===== src/rtl/lcd_timing_gen_pkg.sv =====
// rtl/lcd_timing_gen_pkg.sv - shared types and default 1600x900 timing for the LCD timing generator
package lcd_timing_pkg;

   typedef enum logic [1:0] {
      MODE_EXT     = 2'd0,
      MODE_BARS    = 2'd1,
      MODE_CHECKER = 2'd2,
      MODE_WHITE   = 2'd3
   } mode_e;

   typedef logic [11:0] coord_t;

   localparam int COORD_LIMIT  = 4096;

   localparam int DEF_H_ACTIVE = 1600;
   localparam int DEF_H_FP     = 48;
   localparam int DEF_H_SYNC   = 32;
   localparam int DEF_H_BP     = 48;
   localparam int DEF_V_ACTIVE = 900;
   localparam int DEF_V_FP     = 3;
   localparam int DEF_V_SYNC   = 5;
   localparam int DEF_V_BP     = 18;

   function automatic logic in_window(input coord_t c, input coord_t lo, input coord_t hi);
      return (c >= lo) && (c < hi);
   endfunction

endpackage


===== src/rtl/lcd_timing_gen_if.sv =====
// rtl/lcd_timing_gen_if.sv - external pixel stream between a pixel source and the timing generator
interface lcd_timing_gen_if #(
   parameter int CW = 6
);
   logic            pix_valid;
   logic [3*CW-1:0] pix_rgb;
   logic            pix_ready;

   modport master (output pix_valid, output pix_rgb, input pix_ready);
   modport slave  (input pix_valid, input pix_rgb, output pix_ready);
endinterface


===== src/rtl/lcd_pattern_gen.sv =====
// rtl/lcd_pattern_gen.sv - combinational test patterns (bars, checkerboard, white) from pixel coordinates
module lcd_pattern_gen
   import lcd_timing_pkg::*;
#(
   parameter int H_ACTIVE = DEF_H_ACTIVE,
   parameter int CW       = 6
) (
   input  mode_e           mode,
   input  coord_t          x,
   input  coord_t          y,
   output logic [3*CW-1:0] rgb
);
   localparam coord_t Q1 = coord_t'(H_ACTIVE / 4);
   localparam coord_t Q2 = coord_t'(H_ACTIVE / 2);
   localparam coord_t Q3 = coord_t'((3 * H_ACTIVE) / 4);
   localparam logic [CW-1:0] FULL = '1;
   localparam logic [CW-1:0] ZERO = '0;

   logic unused_y;
   assign unused_y = ^{y[11:4], y[2:0]};

   always_comb begin
      rgb = '0;
      case (mode)
         MODE_BARS: begin
            if (x < Q1)      rgb = {FULL, ZERO, ZERO};
            else if (x < Q2) rgb = {ZERO, FULL, ZERO};
            else if (x < Q3) rgb = {ZERO, ZERO, FULL};
            else             rgb = {FULL, FULL, FULL};
         end
         MODE_CHECKER: if (x[3] ^ y[3]) rgb = '1;
         MODE_WHITE:   rgb = '1;
         default:      rgb = '0;
      endcase
   end
endmodule


===== src/rtl/lcd_timing_gen.sv =====
// rtl/lcd_timing_gen.sv - LCD panel timing generator; LCD_PATTERN_EN adds the internal pattern source
module lcd_timing_gen
   import lcd_timing_pkg::*;
#(
   parameter int   H_ACTIVE = DEF_H_ACTIVE,
   parameter int   H_FP     = DEF_H_FP,
   parameter int   H_SYNC   = DEF_H_SYNC,
   parameter int   H_BP     = DEF_H_BP,
   parameter int   V_ACTIVE = DEF_V_ACTIVE,
   parameter int   V_FP     = DEF_V_FP,
   parameter int   V_SYNC   = DEF_V_SYNC,
   parameter int   V_BP     = DEF_V_BP,
   parameter int   CW       = 6,
   parameter logic SYNC_POL = 1'b0
) (
   input  logic            clk,
   input  logic            rst,
   input  logic            en,
   input  logic [1:0]      mode,
   lcd_timing_gen_if.slave pix,
   output logic            hsync,
   output logic            vsync,
   output logic            de,
   output logic [3*CW-1:0] rgb_out,
   output coord_t          pos_x,
   output coord_t          pos_y,
   output logic            frame_start,
   output logic            underrun
);
   localparam int H_TOTAL = H_ACTIVE + H_FP + H_SYNC + H_BP;
   localparam int V_TOTAL = V_ACTIVE + V_FP + V_SYNC + V_BP;

   generate
      if (H_TOTAL > COORD_LIMIT || V_TOTAL > COORD_LIMIT) begin : g_size_check
         $error("lcd_timing_gen: H_TOTAL and V_TOTAL must not exceed 4096");
      end
   endgenerate

   localparam coord_t H_ACT_C  = coord_t'(H_ACTIVE);
   localparam coord_t H_SS_C   = coord_t'(H_ACTIVE + H_FP);
   localparam coord_t H_SE_C   = coord_t'(H_ACTIVE + H_FP + H_SYNC);
   localparam coord_t H_LAST_C = coord_t'(H_TOTAL - 1);
   localparam coord_t V_ACT_C  = coord_t'(V_ACTIVE);
   localparam coord_t V_SS_C   = coord_t'(V_ACTIVE + V_FP);
   localparam coord_t V_SE_C   = coord_t'(V_ACTIVE + V_FP + V_SYNC);
   localparam coord_t V_LAST_C = coord_t'(V_TOTAL - 1);

   coord_t          h_cnt_q, h_cnt_d, v_cnt_q, v_cnt_d;
   coord_t          pos_x_q, pos_x_d, pos_y_q, pos_y_d;
   logic            hsync_q, hsync_d, vsync_q, vsync_d, de_q, de_d;
   logic            frame_start_q, frame_start_d, underrun_q, underrun_d;
   logic [3*CW-1:0] rgb_q, rgb_d;

   logic            active, frame_origin;
   mode_e           mode_cur;
   logic [3*CW-1:0] pat_rgb;

   assign active       = (h_cnt_q < H_ACT_C) && (v_cnt_q < V_ACT_C);
   assign frame_origin = (h_cnt_q == '0) && (v_cnt_q == '0);

`ifdef LCD_PATTERN_EN
   mode_e mode_eff_q, mode_eff_d;

   // The new mode already applies to pixel (0,0) of the frame in which it is latched.
   assign mode_cur   = frame_origin ? mode_e'(mode) : mode_eff_q;
   assign mode_eff_d = en ? mode_cur : mode_eff_q;

   always_ff @(posedge clk) begin
      if (!rst) mode_eff_q <= MODE_EXT;
      else      mode_eff_q <= mode_eff_d;
   end

   lcd_pattern_gen #(
      .H_ACTIVE (H_ACTIVE),
      .CW       (CW)
   ) u_pattern (
      .mode (mode_cur),
      .x    (h_cnt_q),
      .y    (v_cnt_q),
      .rgb  (pat_rgb)
   );
`else
   logic unused_mode;
   assign unused_mode = ^mode;
   assign mode_cur    = MODE_EXT;
   assign pat_rgb     = '0;
`endif

   assign pix.pix_ready = active && en && (mode_cur == MODE_EXT);

   always_comb begin
      h_cnt_d       = h_cnt_q;
      v_cnt_d       = v_cnt_q;
      pos_x_d       = pos_x_q;
      pos_y_d       = pos_y_q;
      de_d          = 1'b0;
      hsync_d       = ~SYNC_POL;
      vsync_d       = ~SYNC_POL;
      rgb_d         = '0;
      frame_start_d = 1'b0;
      underrun_d    = underrun_q;
      if (en) begin
         h_cnt_d = (h_cnt_q == H_LAST_C) ? '0 : h_cnt_q + 12'd1;
         if (h_cnt_q == H_LAST_C)
            v_cnt_d = (v_cnt_q == V_LAST_C) ? '0 : v_cnt_q + 12'd1;
         pos_x_d       = h_cnt_q;
         pos_y_d       = v_cnt_q;
         de_d          = active;
         frame_start_d = frame_origin;
         if (in_window(h_cnt_q, H_SS_C, H_SE_C)) hsync_d = SYNC_POL;
         if (in_window(v_cnt_q, V_SS_C, V_SE_C)) vsync_d = SYNC_POL;
         if (active)
            rgb_d = (mode_cur != MODE_EXT) ? pat_rgb :
                    (pix.pix_valid ? pix.pix_rgb : '0);
         if (pix.pix_ready && !pix.pix_valid) underrun_d = 1'b1;
      end
   end

   always_ff @(posedge clk) begin
      if (!rst) begin
         h_cnt_q       <= '0;
         v_cnt_q       <= '0;
         pos_x_q       <= '0;
         pos_y_q       <= '0;
         de_q          <= 1'b0;
         hsync_q       <= ~SYNC_POL;
         vsync_q       <= ~SYNC_POL;
         rgb_q         <= '0;
         frame_start_q <= 1'b0;
         underrun_q    <= 1'b0;
      end else begin
         h_cnt_q       <= h_cnt_d;
         v_cnt_q       <= v_cnt_d;
         pos_x_q       <= pos_x_d;
         pos_y_q       <= pos_y_d;
         de_q          <= de_d;
         hsync_q       <= hsync_d;
         vsync_q       <= vsync_d;
         rgb_q         <= rgb_d;
         frame_start_q <= frame_start_d;
         underrun_q    <= underrun_d;
      end
   end

   assign hsync       = hsync_q;
   assign vsync       = vsync_q;
   assign de          = de_q;
   assign rgb_out     = rgb_q;
   assign pos_x       = pos_x_q;
   assign pos_y       = pos_y_q;
   assign frame_start = frame_start_q;
   assign underrun    = underrun_q;
endmodule


===== src/flat_wrapper.sv =====
// flat-port wrapper written by rule: the top's interface ports become plain ports
module lcd_timing_gen_flat import lcd_timing_pkg::*;
#(
   parameter int   H_ACTIVE = DEF_H_ACTIVE,
   parameter int   H_FP     = DEF_H_FP,
   parameter int   H_SYNC   = DEF_H_SYNC,
   parameter int   H_BP     = DEF_H_BP,
   parameter int   V_ACTIVE = DEF_V_ACTIVE,
   parameter int   V_FP     = DEF_V_FP,
   parameter int   V_SYNC   = DEF_V_SYNC,
   parameter int   V_BP     = DEF_V_BP,
   parameter int   CW       = 6,
   parameter logic SYNC_POL = 1'b0
)
  (clk, rst, en, mode, hsync, vsync, de, rgb_out, pos_x, pos_y, frame_start, underrun, pix_pix_valid, pix_pix_rgb, pix_pix_ready);
  lcd_timing_gen_if #(.CW(CW)) pix_i ();
  input  logic clk;
  input  logic rst;
  input  logic en;
  input  logic [1:0] mode;
  output logic hsync;
  output logic vsync;
  output logic de;
  output logic [3*CW-1:0] rgb_out;
  output coord_t pos_x;
  output coord_t pos_y;
  output logic frame_start;
  output logic underrun;
  input wire logic [$bits(pix_i.pix_valid)-1:0] pix_pix_valid;
  input wire logic [$bits(pix_i.pix_rgb)-1:0] pix_pix_rgb;
  output wire logic [$bits(pix_i.pix_ready)-1:0] pix_pix_ready;
  assign pix_i.pix_valid = pix_pix_valid;
  assign pix_i.pix_rgb = pix_pix_rgb;
  assign pix_pix_ready = pix_i.pix_ready;
  lcd_timing_gen #(.H_ACTIVE(H_ACTIVE), .H_FP(H_FP), .H_SYNC(H_SYNC), .H_BP(H_BP), .V_ACTIVE(V_ACTIVE), .V_FP(V_FP), .V_SYNC(V_SYNC), .V_BP(V_BP), .CW(CW), .SYNC_POL(SYNC_POL)) u_core (.clk(clk), .rst(rst), .en(en), .mode(mode), .pix(pix_i), .hsync(hsync), .vsync(vsync), .de(de), .rgb_out(rgb_out), .pos_x(pos_x), .pos_y(pos_y), .frame_start(frame_start), .underrun(underrun));
endmodule

===== config.mk =====
export PLATFORM = sky130hd
export DESIGN_NAME = lcd_timing_gen_flat
export DESIGN_NICKNAME = d
export VERILOG_FILES = /design/src/rtl/lcd_timing_gen_pkg.sv /design/src/rtl/lcd_timing_gen_if.sv /design/src/rtl/lcd_pattern_gen.sv /design/src/rtl/lcd_timing_gen.sv /design/src/flat_wrapper.sv
export SDC_FILE = /design/constraint.sdc
export NUM_CORES = 1
export LEC_CHECK = 0
export CORE_ASPECT_RATIO = 0.7
export CORE_MARGIN = 10
export CORE_UTILIZATION = 45
export DETAILED_ROUTE_END_ITERATION = 12
export GPL_TIMING_DRIVEN = 0
export PLACE_DENSITY = 0.74
export REMOVE_ABC_BUFFERS = 1
export SYNTH_ARGS = -nofsm -noshare
export SYNTH_HDL_FRONTEND = slang
export SYNTH_SLANG_ARGS = --single-unit

===== constraint.sdc =====
create_clock -name clk -period 2.1 [get_ports clk]
set_input_delay 0.525 -clock clk [delete_from_list [all_inputs] [get_ports clk]]
set_output_delay 0.525 -clock clk [all_outputs]
set_load 0.1 [all_outputs]

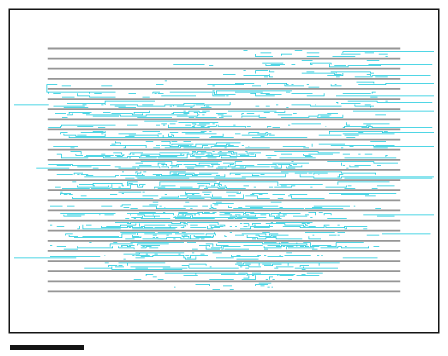
**Above:** M1 wires.
The bar under the picture is 20 µm long. Supply wires on this layer in grey.
wire length on this layer: 3600 µm
share of all routed wire: 46%

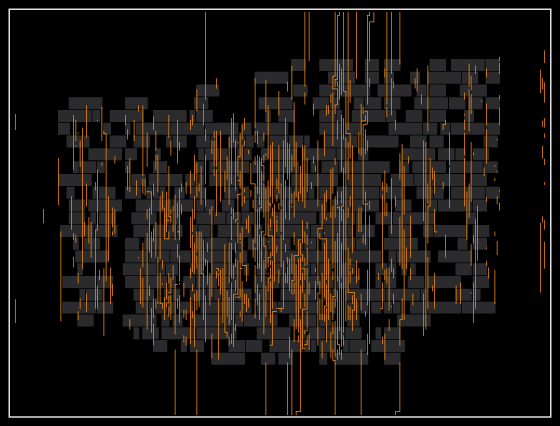
**Above:** metal 2.
Cells faint in the background.
main direction: vertical
wire length on this layer: 3370 µm
share of all routed wire: 43%

==> results.json <==
{
  "crit_start": "u_core.v_cnt_q[5]$_SDFFE_PN0P_",
  "clock-sinks": 71,
  "grtUsageMet3_pct": 6.00,
  "fillers": 527,
  "power_leader": "registers",
  "p_int_mw": 2.12,
  "inv_count": 11,
  "worst_slew_pin_slew_ps": 980,
  "fin_hold_ws_ps": 469,
  "busiest_layer": "met2",
  "post-place-ws_ps": -1350,
  "common_cells": "dfxtp_1, nor2_1, mux2i_1, and2_1, nand2_1",
  "edf_count": 0,
  "pin_count": 72,
  "nonClkBufAreaFrac_pct": 19.0,
  "grt_use_total_pct": 15.5,
  "top_layer": "met4",
  "cts_buffers": 9,
  "period_minus_slack_ps": 2400,
  "cpPeakStageDelay_ps": 380,
  "crit_slowest_cell": "dfxtp_4",
  "fin_skew_ps": 9.40,
  "cts_tree": "built",
  "dp.cells": 432,
  "first_pass_iters": 4,
  "comb_area_share_pct": 35.3,
  "vias": 2461,
  "final_antenna_net_count": 0,
  "mostFrequentLayoutCell": "dfxtp_1",
  "cts_resized": 73,
  "outcome": "complete, but fails checks",
  "die_w_um": 115,
  "yosysTopAreaCell": "dfxtp_1",
  "max_slew_margin_pct": 34.9,
  "path_depth": 5,
  "largest_reg_flops": 18,
  "antenna_found_initial": 0,
  "wl_um": 7830,
  "pg_comb_uw": 275,
  "clock_area_share_pct": 5.62,
  "crit_buf_inv": 1,
  "grt_start_max_net_pins": 36,
  "avgSynthCellArea_um2": 9.54,
  "seq_power_share_pct": 48.1,
  "drive_gt1_share_pct": 16.4,
  "fmax_mhz": 416,
  "route.met3.wl_um": 745,
  "finalHoldViolations": 0,
  "combPwrFrac_pct": 9.7,
  "synthTopLogicFamily": "simple AND/OR/NAND/NOR gates",
  "ys_cells": 298,
  "hold_end": "u_core.underrun$_SDFFE_PN0P_",
  "cts_setup_buffers": 10,
  "grt_pass1_vias": 2356,
  "fin_ws_ps": -302,
  "grt_pass1_wl_um": 12400,
  "crit_family": "simple AND/OR/NAND/NOR gates",
  "finalPower_mw": 2.84,
  "clock_latency_ps": 340,
  "powerDensity_nw_per_um2": 721,
  "tool_warnings": 32,
  "nets": 409,
  "yosys_warnings": 0,
  "drt-met1-wl_um": 3600,
  "fp_util_pct": 46.0,
  "seqCellArea_um2": 1430,
  "synth_cell_types": 42,
  "fin_area_um2": 3940,
  "grt_setup_unrepaired": "yes",
  "clkTransAtPathRegs_ps": 80,
  "largestClassByArea": "sequential cells",
  "violations": "negative setup slack",
  "ys_chip_area_um2": 2840,
  "setup_viol": 1,
  "start_kind": "register",
  "swShare_pct": 25.5,
  "drc": 0,
  "fa_ha_area_share_pct": 2.20,
  "drt_iter0_drc": 201,
  "n_all_buffers": 84
}
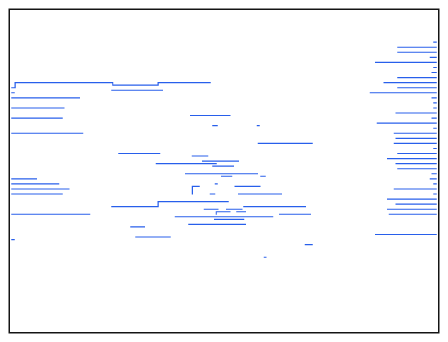
**Above:** M3 wires.
nets with wire on the layer: 71
wire length on this layer: 745 µm
share of all routed wire: 9.5%
main direction: horizontal
longest straight run: 26.2 µm

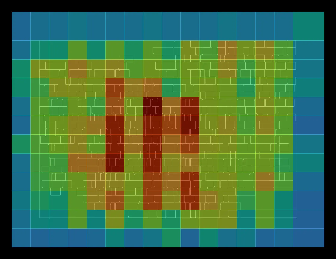
**Above:** routing congestion.
met2 GRT Util: 22.2%
Final Util: 63.7%

